`config.mk`:
```
export PLATFORM = sky130hd
export DESIGN_NAME = fp16_align_shift
export DESIGN_NICKNAME = d
export VERILOG_FILES = /design/src/rtl/fp16_pkg.sv /design/src/rtl/sticky_right_shift.sv /design/src/rtl/fp16_align_shift.sv
export SDC_FILE = /design/constraint.sdc
export NUM_CORES = 1
export LEC_CHECK = 0
export ABC_AREA = 1
export CELL_PAD_IN_SITES_DETAIL_PLACEMENT = 1
export CELL_PAD_IN_SITES_GLOBAL_PLACEMENT = 1
export CORE_AREA = 2 2 108 110
export DETAILED_ROUTE_END_ITERATION = 7
export DIE_AREA = 0 0 110 112
export HOLD_SLACK_MARGIN = 0.08
export PLACE_DENSITY = 0.76
export SYNTH_ARGS = -nofsm -noshare
export SYNTH_HDL_FRONTEND = slang
export SYNTH_SLANG_ARGS = --single-unit
```
`constraint.sdc`:
```
create_clock -name clk -period 1.8 [get_ports clk]
set_input_delay 0.18 -clock clk [delete_from_list [all_inputs] [get_ports clk]]
set_output_delay 0.18 -clock clk [all_outputs]
set_load 0.02 [all_outputs]
```
`src/rtl/fp16_pkg.sv`:
```
// Shared types and constants for the FP16 alignment datapath.
// FRAC_W holds {hidden, man[MAN_W-1:0], guard, round}.
package fp16_pkg;

    localparam int EXP_W  = 5;
    localparam int MAN_W  = 10;
    localparam int FRAC_W = MAN_W + 3;

    typedef struct packed {
        logic             sign;
        logic [EXP_W-1:0] exp;
        logic [MAN_W-1:0] man;
    } fp16_t;

    typedef logic [FRAC_W-1:0] frac_t;

    // Significand with hidden bit restored; guard/round start out empty.
    // Zero and subnormal inputs have no hidden bit.
    function automatic frac_t decode_frac(input fp16_t x);
        return {(x.exp != '0), x.man, 2'b00};
    endfunction

    // Effective exponent: subnormals share the scale of exp=1.
    // Inf/NaN pass through as ordinary exp=31 values.
    function automatic logic [EXP_W-1:0] decode_exp(input fp16_t x);
        return (x.exp == '0) ? EXP_W'(1) : x.exp;
    endfunction

endpackage

```
`src/rtl/sticky_right_shift.sv`:
```
// Combinational right shifter with sticky collection; the right-shift
// counterpart of the leading-one normalizer.
// Sticky OR-reduce exists only when FP_ALIGN_STICKY_EN is defined;
// otherwise the sticky output is tied low.
module sticky_right_shift
    import fp16_pkg::*;
(
    input  frac_t      value,
    input  logic [4:0] amount,
    output frac_t      shifted,
    output logic       sticky
);

    // Shift the significand; any amount past the frac width flushes to zero.
    always_comb begin
        shifted = '0;
        if (amount < 5'(FRAC_W)) begin
            shifted = value >> amount;
        end
    end

`ifdef FP_ALIGN_STICKY_EN
    frac_t lost_mask;

    // Mask of the bit positions that fall off the bottom of the frac.
    always_comb begin
        lost_mask = '1;
        if (amount < 5'(FRAC_W)) begin
            lost_mask = ~({FRAC_W{1'b1}} << amount);
        end
    end

    assign sticky = |(value & lost_mask);
`else
    assign sticky = 1'b0;
`endif

endmodule

```
`src/rtl/fp16_align_shift.sv`:
```
// Pre-add alignment stage for the FP16 MAC adder.
// S1 picks the larger-magnitude operand and computes the exponent gap,
// S2 right-shifts the smaller significand with guard/round/sticky.
// Optional feature macro: FP_ALIGN_STICKY_EN (sticky generation).
module fp16_align_shift
    import fp16_pkg::*;
(
    input  logic             clk,
    input  logic             nRST,
    input  logic             in_valid,
    output logic             in_ready,
    input  logic [15:0]      op_a,
    input  logic [15:0]      op_b,
    output logic             out_valid,
    input  logic             out_ready,
    output frac_t            frac_big,
    output frac_t            frac_small,
    output logic             sticky,
    output logic [EXP_W-1:0] exp_out,
    output logic [4:0]       shift_amt,
    output logic             sign_big,
    output logic             sign_small,
    output logic             swapped
);

    // Handshake: each stage holds a valid bit; a transfer happens on a rising
    // edge where valid && ready. S2 loads when it is empty or its result is
    // being taken; S1 loads when it is empty or S2 loads. in_ready is S1's
    // load condition and so depends combinationally on out_ready.

    fp16_t            a;
    fp16_t            b;
    frac_t            frac_a;
    frac_t            frac_b;
    logic [EXP_W-1:0] eff_a;
    logic [EXP_W-1:0] eff_b;
    logic             b_bigger;

    frac_t            cmp_frac_big;
    frac_t            cmp_frac_small;
    logic [EXP_W-1:0] cmp_exp_big;
    logic [EXP_W-1:0] cmp_diff;

    logic             s1_v;
    frac_t            s1_frac_big;
    frac_t            s1_frac_small;
    logic [EXP_W-1:0] s1_exp;
    logic [EXP_W-1:0] s1_diff;
    logic             s1_sign_big;
    logic             s1_sign_small;
    logic             s1_swapped;

    logic             s2_v;
    logic             s1_load;
    logic             s2_load;

    frac_t            shifted;
    logic             shift_sticky;

    assign a = fp16_t'(op_a);
    assign b = fp16_t'(op_b);

    assign s2_load  = !s2_v || out_ready;
    assign s1_load  = !s1_v || s2_load;
    assign in_ready = s1_load;

    // Decode operands and choose the larger magnitude. Comparing the full
    // significand (hidden bit included) on equal effective exponents keeps an
    // exp=1 normal above a subnormal; ties keep A as the big operand.
    always_comb begin
        frac_a   = decode_frac(a);
        frac_b   = decode_frac(b);
        eff_a    = decode_exp(a);
        eff_b    = decode_exp(b);
        b_bigger = (eff_b > eff_a) || ((eff_b == eff_a) && (frac_b > frac_a));
        if (b_bigger) begin
            cmp_frac_big   = frac_b;
            cmp_frac_small = frac_a;
            cmp_exp_big    = eff_b;
            cmp_diff       = eff_b - eff_a;
        end else begin
            cmp_frac_big   = frac_a;
            cmp_frac_small = frac_b;
            cmp_exp_big    = eff_a;
            cmp_diff       = eff_a - eff_b;
        end
    end

    // S1 register: compare/swap results.
    always_ff @(posedge clk or negedge nRST) begin
        if (!nRST) begin
            s1_v          <= 1'b0;
            s1_frac_big   <= '0;
            s1_frac_small <= '0;
            s1_exp        <= '0;
            s1_diff       <= '0;
            s1_sign_big   <= 1'b0;
            s1_sign_small <= 1'b0;
            s1_swapped    <= 1'b0;
        end else if (s1_load) begin
            s1_v <= in_valid;
            if (in_valid) begin
                s1_frac_big   <= cmp_frac_big;
                s1_frac_small <= cmp_frac_small;
                s1_exp        <= cmp_exp_big;
                s1_diff       <= cmp_diff;
                s1_sign_big   <= b_bigger ? b.sign : a.sign;
                s1_sign_small <= b_bigger ? a.sign : b.sign;
                s1_swapped    <= b_bigger;
            end
        end
    end

    sticky_right_shift u_shift (
        .value   (s1_frac_small),
        .amount  (s1_diff),
        .shifted (shifted),
        .sticky  (shift_sticky)
    );

    // S2 register: aligned result presented downstream; held while stalled.
    always_ff @(posedge clk or negedge nRST) begin
        if (!nRST) begin
            s2_v       <= 1'b0;
            frac_big   <= '0;
            frac_small <= '0;
            exp_out    <= '0;
            shift_amt  <= '0;
            sign_big   <= 1'b0;
            sign_small <= 1'b0;
            swapped    <= 1'b0;
        end else if (s2_load) begin
            s2_v <= s1_v;
            if (s1_v) begin
                frac_big   <= s1_frac_big;
                frac_small <= shifted;
                exp_out    <= s1_exp;
                shift_amt  <= s1_diff;
                sign_big   <= s1_sign_big;
                sign_small <= s1_sign_small;
                swapped    <= s1_swapped;
            end
        end
    end

`ifdef FP_ALIGN_STICKY_EN
    // Sticky travels with the S2 result.
    always_ff @(posedge clk or negedge nRST) begin
        if (!nRST) begin
            sticky <= 1'b0;
        end else if (s2_load && s1_v) begin
            sticky <= shift_sticky;
        end
    end
`else
    assign sticky = 1'b0;
`endif

    assign out_valid = s2_v;

endmodule

```
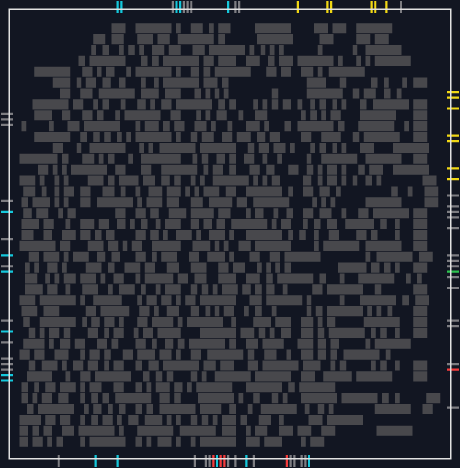
*Pin placement, run 1*
Scale: 4 px per µm. Pins as bars across the die edge, other pins in grey.
- exp_out: red (pins 5; direction output; edge 4 bottom, 1 right)
- out_valid: green (pins 1; direction output; edge right)
- frac_small: yellow (pins 13; direction output; edge 7 right, 6 top)
- op_a: cyan (pins 16; direction input; edge 6 left, 5 top, 5 bottom)
die width: 110 µm
DIE HEIGHT: 112 µm

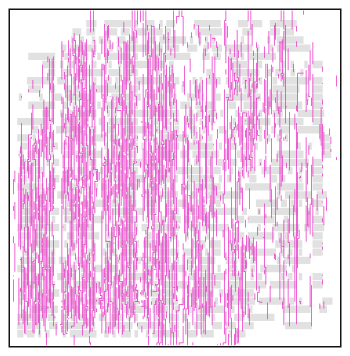
*Met2 routing, run 1*
Scale: 3 px per µm. Cells faint in the background.
- longest straight run: 67.0 µm
- wire length on this layer: 9,490 µm
- share of all routed wire: 53%
- nets with wire on the layer: 713
DRT Wirelength: 18.0 mm
routed vias: 4,613

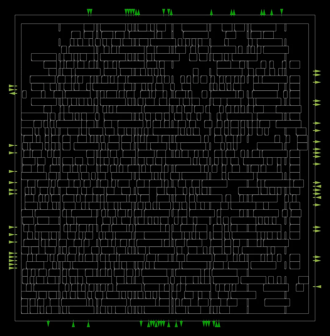
*Placement view, run 1*
Final Core Density: 59.7%
non-filler cells, final: 857
CORE AREA: 11,200 µm²
# rows: 39
fill count: 1,346

==> qor.txt, run 1 <==
Reg area -> 1850 µm²
pre-CTS setup slack -> -0.944 ns
flop share of the area -> 27.8%
VDD IR-drop max -> 580 µV
failing checks -> setup timing
RePlAce Congestion -> 0.831
largest net degree at the start of global routing -> 61
Final Net Count -> 762
yosys simple share -> 18.1%
met3 usage -> 5.21%
Largest Register -> frac_small
Yosys Chip Area -> 4140 µm²
Adder Share, Synth -> 5.13%
DRT iter0 DRCs -> 331
CP required -> 2.03 ns
fin crit share -> 104%
CTS tree -> built
highest routed layer -> met4
final setup vio count -> 18
worst setup path end -> s1_diff[4]
gr usage total -> 27.2%
worst r2r src -> s1_diff[0]
critical path fanouts, max -> 6
min-delay src -> op_a[14]
outcome -> finished with violations
comb. cell area -> 2370 µm²
CTS clk-pin slew, worst paths -> 0.06 ns
Starting Density -> 37.1%
post_cts resized -> 127
Setup WS post-layout -> -0.0776 ns
n_taps -> 143
most frequent cells after synthesis -> nand2_1, o21ai_0, dfrtp_1
DRC -> 0
postcts setup bufs -> 14
Max-area cell share -> 44.7%
max-slew violations -> 0
setup repair after global routing missed its margin -> true
hold_ws -> 0.172 ns
Max Cap Viol -> 0
deepest clock path buffer count -> 2
Synth top cell by count -> nand2_1
Period minus WS final -> 1.88 ns
syn_area_per_cell -> 7.64 µm²
drt wl/cell -> 21.0 µm
Synth mux share -> 0.483%
Seq cells post-synth -> 74
most frequent logic cell in the layout -> nand2_1
Top Layout Cells -> nand2_1, buf_4, dfrtp_1
--- run 2 (diff from run 1) ---
--- a/config.mk
+++ b/config.mk
@@ -8,9 +8,9 @@
 export ABC_AREA = 1
 export CELL_PAD_IN_SITES_DETAIL_PLACEMENT = 1
 export CELL_PAD_IN_SITES_GLOBAL_PLACEMENT = 1
-export CORE_AREA = 2 2 108 110
+export CORE_AREA = 3 3 104 116
 export DETAILED_ROUTE_END_ITERATION = 7
-export DIE_AREA = 0 0 110 112
+export DIE_AREA = 0 0 107 119
 export HOLD_SLACK_MARGIN = 0.08
 export PLACE_DENSITY = 0.76
 export SYNTH_ARGS = -nofsm -noshare
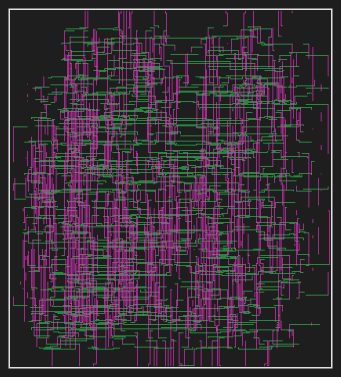
*Routed metal, one colour a layer, run 2*
Scale: 3 px per µm. Only two layers are drawn.
- M2: magenta (wire length 7,960 µm)
- M1: green (wire length 6,110 µm)
drt wl/cell: 17.9 µm
gr usage total: 24.3%
DRT Wirelength: 15.0 mm
routed vias: 4,355

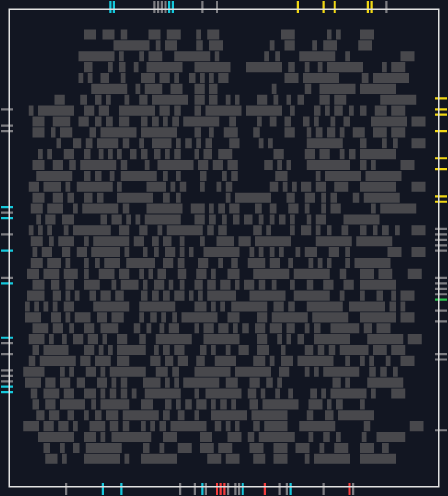
*Pin placement, run 2*
Scale: 4 px per µm. Pins as bars across the die edge, other pins in grey.
- exp_out: red (pins 5; direction output; edge bottom)
- op_a: cyan (pins 16; direction input; edge 7 left, 5 bottom, 4 top)
- out_valid: green (pins 1; direction output; edge right)
- frac_small: yellow (pins 13; direction output; edge 8 right, 5 top)
- all pins by edge: 23 right, 21 bottom, 18 left, 16 top
die width: 107 µm
IO Port Bufs: 74
DIE HEIGHT: 119 µm

==> qor.txt, run 2 <==
total CTS buffers -> 9
Seq cells post-synth -> 74 (unchanged)
CTS sink count -> 74
Setup WS post-layout -> -0.0733 ns (+0.00433 ns)
CTS tree -> built
clock-net power -> 0.00185 W
Syn-to-layout area delta -> 52.6%
critical path arrival -> 2.14 ns
Max Cap Viol -> 0 (unchanged)
setup repair after global routing missed its margin -> true
total power -> 0.00723 W
postcts setup bufs -> 4 (-10)
Final Hold Viols -> 0
CORE AREA -> 11,000 µm² (-1.9%)
pre-CTS setup slack -> -0.839 ns (+0.105 ns)
distinct lib cells -> 34
Latency at later pin -> 0.34 ns
top cell type by total area after synthesis -> dfrtp_1
Synth top cell by count -> nand2_1
Post-DP Area -> 5570 µm²
Crit-path slowest cell -> ha_4
setup tns final -> -0.102 ns
RePlAce Congestion -> 0.842 (+1.4%)
deepest clock path buffer count -> 2 (unchanged)
Synth mux share -> 0.483% (unchanged)
Final Net Count -> 742 (-2.6%)
GRT met2 Usage -> 43.2%
post_cts resized -> 120 (-5.5%)
Starting Density -> 37.8% (+0.72 points)
highest routed layer -> met4
CTS clk-pin slew, worst paths -> 0.06 ns (about the same)
Comb area share -> 34.3%
n_taps -> 147 (+2.8%)
CP required -> 2.06 ns (+0.03 ns)
power per cell area -> 1140 nW/µm²
asr flop ratio synth -> 100%
max reg flops -> 13
non-filler cells, final -> 841 (-1.9%)
num ports -> 78
worst setup path end -> s1_exp[1]
non-clk buf share -> 24.2%
Top Layout Cells -> nand2_1, buf_4, dfrtp_1
max-slew violations -> 0 (unchanged)
failing checks -> setup timing
comb. cell area -> 2170 µm² (-8.7%)
VDD IR-drop max -> 380 µV (-35%)
min-delay src -> op_a[14]
Reg area -> 1850 µm² (unchanged)
outcome -> finished with violations
largest net degree at the start of global routing -> 75 (+23%)
syn_area_per_cell -> 7.64 µm² (unchanged)
Period minus WS final -> 1.87 ns (-0.00433 ns)
reg2reg setup slack -> 0.14 ns
Max-area cell share -> 44.7% (unchanged)
flop share of the area -> 29.3% (+1.5 points)
Worst Setup SP -> op_b[10]
CP bufs+invs -> 3
met3 usage -> 3.20% (-2.0 points)
Yosys Chip Area -> 4140 µm² (unchanged)
R2R Path End -> frac_small[0]
Seq pwr share -> 32.6%
most frequent logic cell in the layout -> nand2_1
CTS H-tree depth -> 3
final setup vio count -> 2 (-16)
fin crit share -> 104% (-0.24 points)
worst r2r src -> s1_diff[0]
Final Core Density -> 57.7% (-2.0 points)
DRC -> 0 (unchanged)
hold_ws -> 0.129 ns (-0.0423 ns)
WL met2 -> 7.96 mm
registers -> 74
Largest Register -> frac_small
DRT iter0 DRCs -> 142 (-57%)
Adder Share, Synth -> 5.13% (unchanged)
top cells, area -> dfrtp_1, nand2_1, o21ai_0
most frequent cells after synthesis -> nand2_1, o21ai_0, dfrtp_1
yosys simple share -> 18.1% (unchanged)
top power group -> combinational logic
critical path fanouts, max -> 8 (+2)
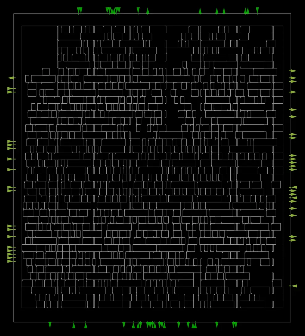
*Placement view, run 2*
fill count: 1,285
# rows: 40

--- run 3 (diff from run 2) ---
--- a/config.mk
+++ b/config.mk
@@ -13,6 +13,7 @@
 export DIE_AREA = 0 0 107 119
 export HOLD_SLACK_MARGIN = 0.08
 export PLACE_DENSITY = 0.76
+export SLEW_MARGIN = 15
 export SYNTH_ARGS = -nofsm -noshare
 export SYNTH_HDL_FRONTEND = slang
 export SYNTH_SLANG_ARGS = --single-unit
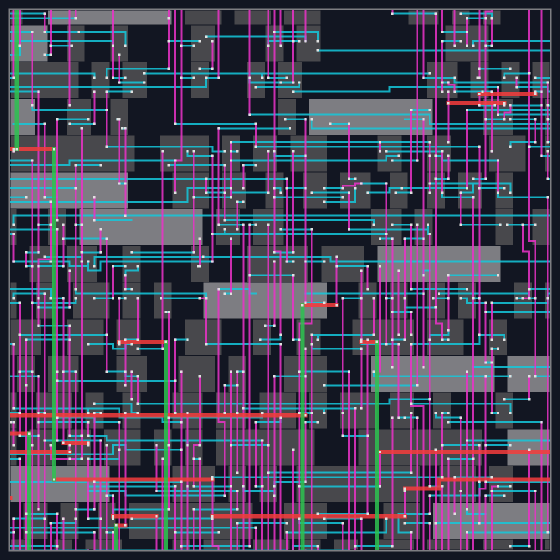
*Zoomed window, run 3*
Window x 34 to 74, y 40 to 80 µm. Cells in grey, sequential cells in the stronger grey; small squares are vias.
- M3: red
- M2: magenta
- M1: cyan
- M4: green
- netlist names of flops here include: s1_frac_big (3), s1_diff (2), s1_frac_small (2)
- most frequent: nand2_1 (27), buf_4 (14)
- sequential cells in the window: 8
- cells with their middle in the window: 109

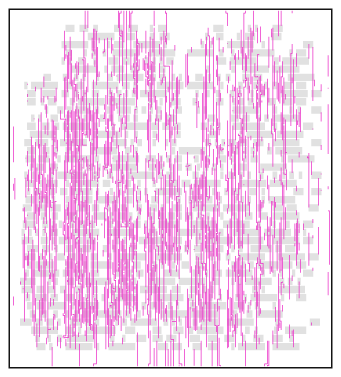
*Met2 routing, run 3*
Scale: 3 px per µm. Cells faint in the background.
GRT met2 Usage: 43.2%

==> qor.txt, run 3 <==
top cell type by total area after synthesis -> dfrtp_1
DRT Wirelength -> 15.0 mm (unchanged)
worst setup path end -> s1_exp[1]
top power group -> combinational logic
post_cts resized -> 120 (unchanged)
fin crit share -> 104% (unchanged)
failing checks -> setup timing
Max-area cell share -> 44.7% (unchanged)
hold_ws -> 0.129 ns (unchanged)
IO Port Bufs -> 74 (unchanged)
RePlAce Congestion -> 0.842 (unchanged)
CTS sink count -> 74 (unchanged)
highest routed layer -> met4
R2R Path End -> frac_small[0]
final setup vio count -> 2 (unchanged)
Adder Share, Synth -> 5.13% (unchanged)
num ports -> 78 (unchanged)
DRC -> 0 (unchanged)
postcts setup bufs -> 4 (unchanged)
largest net degree at the start of global routing -> 75 (unchanged)
distinct lib cells -> 34 (unchanged)
asr flop ratio synth -> 100% (unchanged)
Final Core Density -> 57.7% (unchanged)
DIE HEIGHT -> 119 µm (unchanged)
Seq cells post-synth -> 74 (unchanged)
Synth mux share -> 0.483% (unchanged)
Period minus WS final -> 1.87 ns (unchanged)
clock-net power -> 0.00185 W (about the same)
total power -> 0.00723 W (unchanged)
n_taps -> 147 (unchanged)
power per cell area -> 1140 nW/µm² (unchanged)
outcome -> finished with violations
Setup WS post-layout -> -0.0733 ns (unchanged)
CTS tree -> built
die width -> 107 µm (unchanged)
critical path fanouts, max -> 8 (unchanged)
deepest clock path buffer count -> 2 (unchanged)
Syn-to-layout area delta -> 52.6% (unchanged)
critical path arrival -> 2.14 ns (about the same)
gr usage total -> 24.3% (unchanged)
Latency at later pin -> 0.34 ns (about the same)
Largest Register -> frac_small
drt wl/cell -> 17.9 µm (unchanged)
fill count -> 1,285 (unchanged)
pre-CTS setup slack -> -0.839 ns (unchanged)
CTS clk-pin slew, worst paths -> 0.06 ns (about the same)
# rows -> 40 (unchanged)
CTS H-tree depth -> 3 (unchanged)
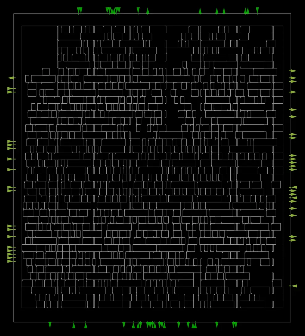
*Placement view, run 3*
flop share of the area: 29.3%
non-filler cells, final: 841

Power figures rest on the tool's default switching activity, not on a simulated workload.
